### src/rtl/io_port_bank.sv
// Memory-mapped I/O port bank: write/set/clear/toggle output registers,
// debounced inputs with sticky rising-edge events, and a maskable irq.
module io_port_bank #(
  parameter logic [15:0]      BASE_ADDR = 16'h4000,
  parameter int               N_OUT     = 6,
  parameter int               OUT_W     = 10,
  parameter logic [OUT_W-1:0] OUT_INIT  = '0,
  parameter int               N_IN      = 2,
  parameter int               IN_W      = 10,
  parameter int               DB_CYCLES = 24000
) (
  input  logic                   clk,
  input  logic                   reset,
  input  logic [15:0]            io_addr,
  input  logic [15:0]            io_dout,
  input  logic                   io_wr,
  input  logic                   io_rd,
  output logic [15:0]            io_din,
  output logic                   hit,
  output logic [N_OUT*OUT_W-1:0] out_bus,
  input  logic [N_IN*IN_W-1:0]   in_bus,
  output logic                   irq
);

  localparam int              CNT_W   = (DB_CYCLES > 1) ? $clog2(DB_CYCLES) : 1;
  localparam logic [CNT_W-1:0] CNT_MAX = CNT_W'(DB_CYCLES - 1);
  localparam logic [4:0]      N_OUT_L = 5'(N_OUT);
  localparam logic [4:0]      N_IN_L  = 5'(N_IN);

  logic [15:0] offset;
  logic [2:0]  region;
  logic [3:0]  idx;
  logic        in_win;
  logic        wr_hit;
  logic [15:0] rdata;

  logic [OUT_W-1:0] out_q [N_OUT];
  logic [OUT_W-1:0] out_d [N_OUT];
  logic [IN_W-1:0]  meta_q [N_IN];
  logic [IN_W-1:0]  sync_q [N_IN];
  logic [IN_W-1:0]  samp_q [N_IN];
  logic [IN_W-1:0]  deb_q  [N_IN];
  logic [IN_W-1:0]  deb_d  [N_IN];
  logic [IN_W-1:0]  evt_q  [N_IN];
  logic [IN_W-1:0]  evt_d  [N_IN];
  logic [CNT_W-1:0] cnt_q  [N_IN];
  logic [CNT_W-1:0] cnt_d  [N_IN];
  logic [N_IN-1:0]  ien_q, ien_d;
  logic             irq_q, irq_d;

  logic [OUT_W-1:0] wdat_out;
  logic [IN_W-1:0]  wdat_in;

  // offset[0] is the ignored byte lane; upper io_dout bits are discarded by width
  logic unused_ok;
  assign unused_ok = ^{offset[0], io_dout};

  assign offset   = io_addr - BASE_ADDR;
  assign in_win   = (offset[15:8] == 8'h00);
  assign region   = offset[7:5];
  assign idx      = offset[4:1];
  assign wdat_out = io_dout[OUT_W-1:0];
  assign wdat_in  = io_dout[IN_W-1:0];
  assign wr_hit   = io_wr && hit;

  always_comb begin
    hit = 1'b0;
    if (in_win) begin
      case (region)
        3'd0, 3'd1, 3'd2, 3'd3: hit = ({1'b0, idx} < N_OUT_L);
        3'd4, 3'd5:             hit = ({1'b0, idx} < N_IN_L);
        3'd6:                   hit = (idx == 4'd0);
        default:                hit = 1'b0;
      endcase
    end
  end

  always_comb begin
    rdata = '0;
    if (region <= 3'd3) begin
      for (int i = 0; i < N_OUT; i++)
        if (idx == 4'(i)) rdata = 16'(out_q[i]);
    end else if (region == 3'd4) begin
      for (int j = 0; j < N_IN; j++)
        if (idx == 4'(j)) rdata = 16'(deb_q[j]);
    end else if (region == 3'd5) begin
      for (int j = 0; j < N_IN; j++)
        if (idx == 4'(j)) rdata = 16'(evt_q[j]);
    end else if (region == 3'd6) begin
      rdata = 16'(ien_q);
    end
  end

  assign io_din = (io_rd && hit) ? rdata : 16'h0000;

  always_comb begin
    for (int i = 0; i < N_OUT; i++) begin
      out_d[i] = out_q[i];
      if (wr_hit && idx == 4'(i)) begin
        case (region)
          3'd0:    out_d[i] = wdat_out;
          3'd1:    out_d[i] = out_q[i] | wdat_out;
          3'd2:    out_d[i] = out_q[i] & ~wdat_out;
          3'd3:    out_d[i] = out_q[i] ^ wdat_out;
          default: out_d[i] = out_q[i];
        endcase
      end
    end
  end

  // Counter is per channel: any bit moving restarts stability timing for the whole channel.
  always_comb begin
    irq_d = 1'b0;
    for (int j = 0; j < N_IN; j++) begin
      deb_d[j] = deb_q[j];
      cnt_d[j] = '0;
      if (sync_q[j] != samp_q[j]) begin
        cnt_d[j] = '0;
      end else if (sync_q[j] != deb_q[j]) begin
        if (cnt_q[j] == CNT_MAX) deb_d[j] = sync_q[j];
        else                     cnt_d[j] = cnt_q[j] + 1'b1;
      end
      evt_d[j] = evt_q[j];
      if (wr_hit && region == 3'd5 && idx == 4'(j)) evt_d[j] = evt_q[j] & ~wdat_in;
      evt_d[j] = evt_d[j] | (deb_d[j] & ~deb_q[j]);
      irq_d = irq_d | (ien_q[j] & (|evt_d[j]));
    end
  end

  assign ien_d = (wr_hit && region == 3'd6) ? io_dout[N_IN-1:0] : ien_q;

  always_ff @(posedge clk) begin
    if (reset) begin
      for (int i = 0; i < N_OUT; i++) out_q[i] <= OUT_INIT;
      for (int j = 0; j < N_IN; j++) begin
        meta_q[j] <= '0;
        sync_q[j] <= '0;
        samp_q[j] <= '0;
        deb_q[j]  <= '0;
        evt_q[j]  <= '0;
        cnt_q[j]  <= '0;
      end
      ien_q <= '0;
      irq_q <= 1'b0;
    end else begin
      for (int i = 0; i < N_OUT; i++) out_q[i] <= out_d[i];
      for (int j = 0; j < N_IN; j++) begin
        meta_q[j] <= in_bus[j*IN_W +: IN_W];
        sync_q[j] <= meta_q[j];
        samp_q[j] <= sync_q[j];
        deb_q[j]  <= deb_d[j];
        evt_q[j]  <= evt_d[j];
        cnt_q[j]  <= cnt_d[j];
      end
      ien_q <= ien_d;
      irq_q <= irq_d;
    end
  end

  for (genvar g = 0; g < N_OUT; g++) begin : g_out
    assign out_bus[g*OUT_W +: OUT_W] = out_q[g];
  end

  assign irq = irq_q;

endmodule
### config.mk
export PLATFORM = sky130hd
export DESIGN_NAME = io_port_bank
export DESIGN_NICKNAME = d
export VERILOG_FILES = /design/src/rtl/io_port_bank.sv
export SDC_FILE = /design/constraint.sdc
export NUM_CORES = 1
export LEC_CHECK = 0
export CAP_MARGIN = 25
export CELL_PAD_IN_SITES_DETAIL_PLACEMENT = 2
export CELL_PAD_IN_SITES_GLOBAL_PLACEMENT = 2
export CORE_MARGIN = 5
export CORE_UTILIZATION = 36
export CTS_BUF_LIST = sky130_fd_sc_hd__clkbuf_8
export CTS_CLUSTER_SIZE = 24
export DETAILED_ROUTE_END_ITERATION = 8
export GPL_TIMING_DRIVEN = 0
export PLACE_DENSITY_LB_ADDON = 0.1
export SYNTH_ARGS = -nofsm -noshare
export SYNTH_HDL_FRONTEND = slang
export SYNTH_SLANG_ARGS = --single-unit
### constraint.sdc
create_clock -name clk -period 3.3 [get_ports clk]
set_input_delay 0.66 -clock clk [delete_from_list [all_inputs] [get_ports clk]]
set_output_delay 0.66 -clock clk [all_outputs]
set_load 0.03 [all_outputs]
Figure 1. Nets reached from selected ports (run 1).
Bar = 50 µm.
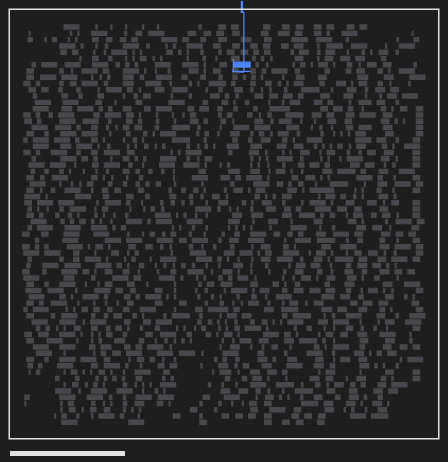
[blue] hit | bits: 1 | direction: output | edge: north | end cells: 1 | buffers: 1 | wire: 50.5 µm
Ports: 134
# port buffers: 117

Figure 2. M1 wires (run 1).
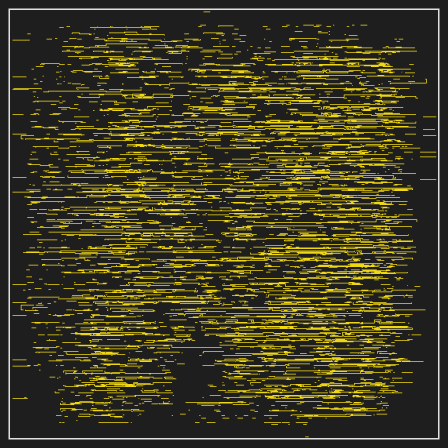
main direction: horizontal
nets with wire on the layer: 1,412
share of all routed wire: 42%
longest straight run: 50.8 µm
via count: 10,100
overall routed net length: 41.7 mm
met1 usage: 0.278

==> flow_summary.json, run 1 <==
{
  "status": "finished, final reports clean",
  "cts_max_level": 4,
  "ys_warn_count": 0,
  "reg2reg_slack_ps": 540,
  "grt_max_degree": 21,
  "leakage_nw": 4.81,
  "clock_path_buffers": 2,
  "fillers": 3443,
  "gr-total-overflow": 0,
  "setup_tns_ps": 0,
  "die_area_um2": 34400,
  "r2r_start": "cnt_q[0][24]$_SDFF_PP0_",
  "cp.arrival_ps": 2590,
  "final_area_um2": 13400,
  "top_signal_layer_used": "met4",
  "signal_buffers": 201,
  "nNonClkInverters": 90,
  "dp.cells": 1772,
  "use_met2": 0.457,
  "whs_ps": 448,
  "yosys_area_um2": 11100,
  "crit_path_frequent_cell": "nor2_1",
  "fin_ws_ps": 51.3,
  "synth-edff-count": 0,
  "initial_core_util": 0.364,
  "endpoint_kind": "output pin",
  "r2r_cells": 8,
  "seq_area_um2": 3870,
  "maxSlewViolCount": 0,
  "startpoint": "io_addr[1]",
  "synthArstFlopShare": 0,
  "clock_latency_ps": 510,
  "drt_first_pass_iters": 5,
  "p_total_w": 0.00460,
  "nonClkBufAreaFrac": 0.119,
  "critical_path_required_ps": 2640,
  "crit_path_cell_trace": "buf_8, buf_12, mux4_2, a222oi_1, nor2_1, a31oi_1, nor2_1, buf_2",
  "yosys-stat-cells": 1252,
  "top_cells_by_count": "193 x dfxtp_1, 143 x nor2_1, 122 x ha_1",
  "slowest_delay_ps": 520,
  "clockNetworkAreaShare": 0.0321,
  "synth.top_cells.by_area": "dfxtp_1 35%, ha_1 14%, nor2_1 4.8%",
  "wl_met3_um": 992,
  "cp_max_fo": 10,
  "largest_class": "combinational gates",
  "placed_cell_area_um2": 12800,
  "syn_area_um2": 11100,
  "synth.distinct_cells": 53,
  "relSlewSlack": 0.424,
  "layout.nets": 1579,
  "holdCritStartpoint": "meta_q[0][5]$_SDFF_PP0_",
  "clk_pin_slew_ps": 110,
  "detail-route-antenna-nets": 0,
  "warning_count": 94,
  "seq_share": 0.289,
  "numCtsBuffers": 17,
  "drtIter0Drc": 472,
  "setup_viol": 0,
  "yosys_most_used_dff": "dfxtp_1"
}
Figure 3. Congestion heat map (run 1).
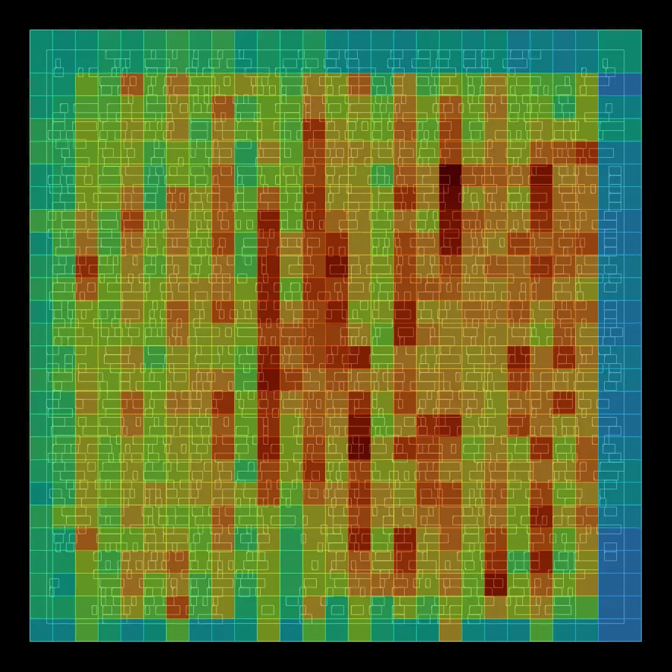
GRT Max-Usage Layer: met2
DR WL/cell: 23.0 µm
global routing usage on met3: 0.0287
Post-Route Utilization: 0.438

-- run 1: logic make-up after synthesis --
group,share of synthesized area
other,0.000338
and+or+nand+nor,0.192
AOI/OAI and AO/OA,0.160
adders and majority gates,0.138
xor gates and xnor gates,0.0481
DFF,0.348
buffers and inverters,0.0624
muxes,0.0507
-- run 1: power by group --
group / switching, W / internal [W]
clock: 0.00106 / 0.000651
sequential: 0.0000240 / 0.00236
combinational: 0.000324 / 0.000181
total: 0.00141 / 0.00319
-- run 1: repair_timing --
item                                    4_1_cts  5_1_grt
endpoints found under the setup margin       11        5
gates resized                                85       13
pin swaps                                    10        2
gates cloned                                  2        0
buffers inserted                              5        1
Figure 4. Clock network drawn from the DEF (run 1).
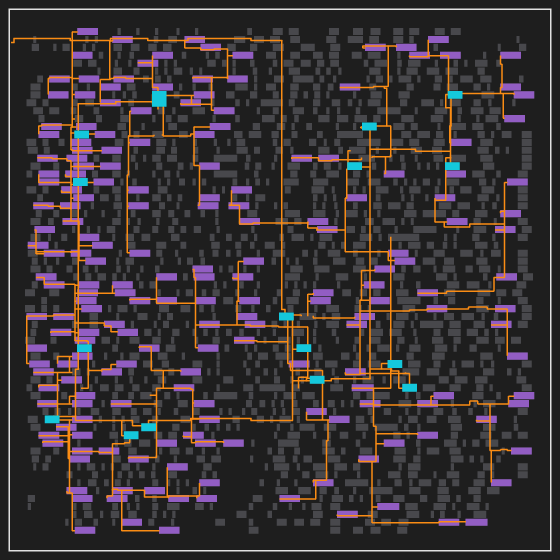

--- run 2 (diff from run 1) ---
==> constraint.sdc (replaced) <==
create_clock -name clk -period 3.2 [get_ports clk]
set_input_delay 0.64 -clock clk [delete_from_list [all_inputs] [get_ports clk]]
set_output_delay 0.64 -clock clk [all_outputs]
set_load 0.03 [all_outputs]
Figure 5. Clock network drawn from the DEF (run 2).
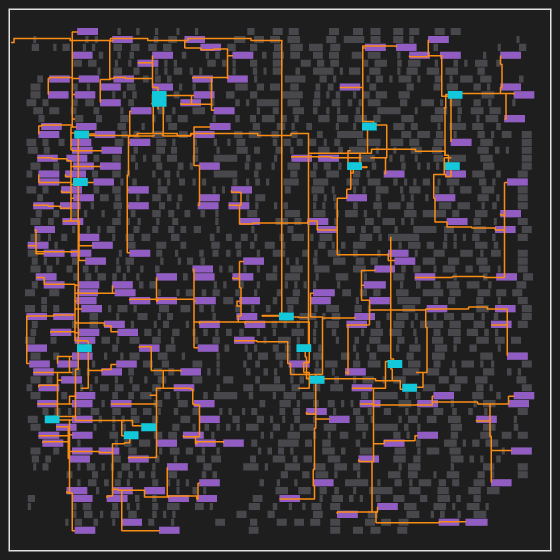
[orange] clock wires | length: 2,970 µm
[purple] flip-flops | count: 193
[cyan] clock-net drivers | count: 17
routed clock nets: 18
P_clk: 0.00177 W
Clock power frac: 0.371
Max Clock Skew: 18.6 ps
Late-Pin Clk Latency: 520 ps

Figure 6. Congestion heat map (run 2).
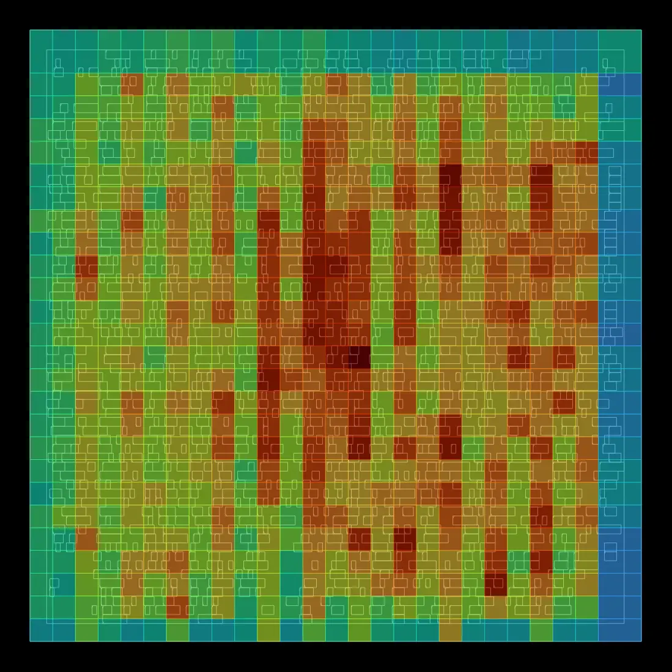
Post-Route Utilization: 0.444
All-Layer GR Usage: 0.242
DR WL/cell: 23.4 µm
routing usage on met2: 0.460
met1 usage: 0.278

==> run 2 against run 1 <==
The run now ends with negative setup slack left. Utilization increased by 0.59 points. Count of clock-buffer cells in the layout unchanged. Flip-flop count unchanged. Final cell count increased by 0.61%. Largest cell class unchanged. Largest power group unchanged.
==> flow_summary.json, run 2 <==
{
  "fin_ws_ps": -79.8,
  "leakage_nw": 4.90,
  "gr-total-overflow": 0,
  "io-pin-count": 134,
  "clockNetworkAreaShare": 0.0317,
  "muxShareOfSynthArea": 0.0507,
  "die_area_um2": 34400,
  "endpoint_kind": "output pin",
  "synth.cellmix.adderShare": 0.138,
  "final_area_um2": 13600,
  "dp.cells": 1772,
  "ys_warn_count": 0,
  "failed_checks": "negative setup slack",
  "switchingPower_w": 0.00146,
  "synth.distinct_cells": 53,
  "r2r_start": "cnt_q[0][24]$_SDFF_PP0_",
  "aoi_share": 0.160,
  "synth-edff-count": 0,
  "cts_max_level": 4,
  "startpoint": "io_addr[1]",
  "status": "finished with violations",
  "syn_area_um2": 11100,
  "slowest_delay_ps": 550,
  "grt_max_degree": 21,
  "sw_frac_of_total": 0.307,
  "largest_class": "combinational gates",
  "xor_share": 0.0481,
  "crit_path_cell_trace": "buf_12, buf_12, buf_4, clkbuf_16, mux4_2, a222oi_1, nor2_1, a31oi_1, nor2_1, buf_2",
  "initial_core_util": 0.364,
  "p_total_w": 0.00476,
  "drtIter0Drc": 491,
  "top_cells_by_count": "193 x dfxtp_1, 143 x nor2_1, 122 x ha_1",
  "whs_ps": 446,
  "cp_max_fo": 10,
  "p_seq_frac": 0.516,
  "p_comb_frac": 0.113,
  "yosys_most_used_dff": "dfxtp_1",
  "fillers": 3429,
  "yosys_area_um2": 11100,
  "relSlewSlack": 0.425,
  "port_buffers": 117,
  "yosys-stat-cells": 1252,
  "layout.nets": 1590,
  "p_int_w": 0.00330,
  "wl_mm": 42.7,
  "r2r_cells": 8,
  "holdCritStartpoint": "meta_q[0][5]$_SDFF_PP0_",
  "nNonClkInverters": 90,
  "placed_cell_area_um2": 12800,
  "signal_buffers": 211,
  "setup_viol": 4,
  "synth.top_cells.by_area": "dfxtp_1 35%, ha_1 14%, nor2_1 4.8%",
  "clk_pin_slew_ps": 110,
  "synthSimpleGateAreaFrac": 0.192,
  "drt_first_pass_iters": 5,
  "maxSlewViolCount": 0,
  "synthArstFlopShare": 0,
  "critical_path_required_ps": 2560,
  "nonClkBufAreaFrac": 0.128
}
Figure 7. Nets reached from selected ports (run 2).
Bar = 50 µm.
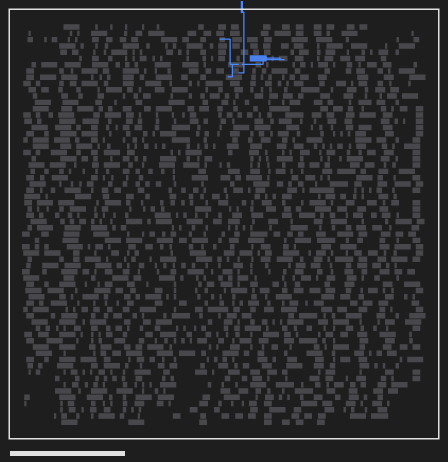
[blue] hit | bits: 1 | direction: output | edge: north | end cells: 1 | buffers: 2 | wire: 83.8 µm

-- run 2: timing repair --
item | CTS | global route
gates cloned | 2 | 1
setup endpoints to repair | 12 | 10
endpoints found under the hold margin | 0 | 0
pin swaps | 10 | 9
resized | 94 | 28
buffers inserted | 5 | 11
-- run 2: layer usage --
metal	global-route usage	wire, µm
met1	0.278	17800
met2	0.460	22600
met3	0.0287	1030
met4	0.0807	1230
met5	0	0
-- run 2: power by group through the flow --
stage / Sequential [W] / Clock (W) / Combinational (W)
floorplan: 0.00250 / 0 / 0.000283
global placement: 0.00251 / 0 / 0.000474
detailed placement: 0.00251 / 0 / 0.000496
CTS: 0.00246 / 0.00183 / 0.000522
finish: 0.00246 / 0.00177 / 0.000540
global route: 0.00246 / 0.00191 / 0.000581
Power is estimated from default activity; no workload was simulated.
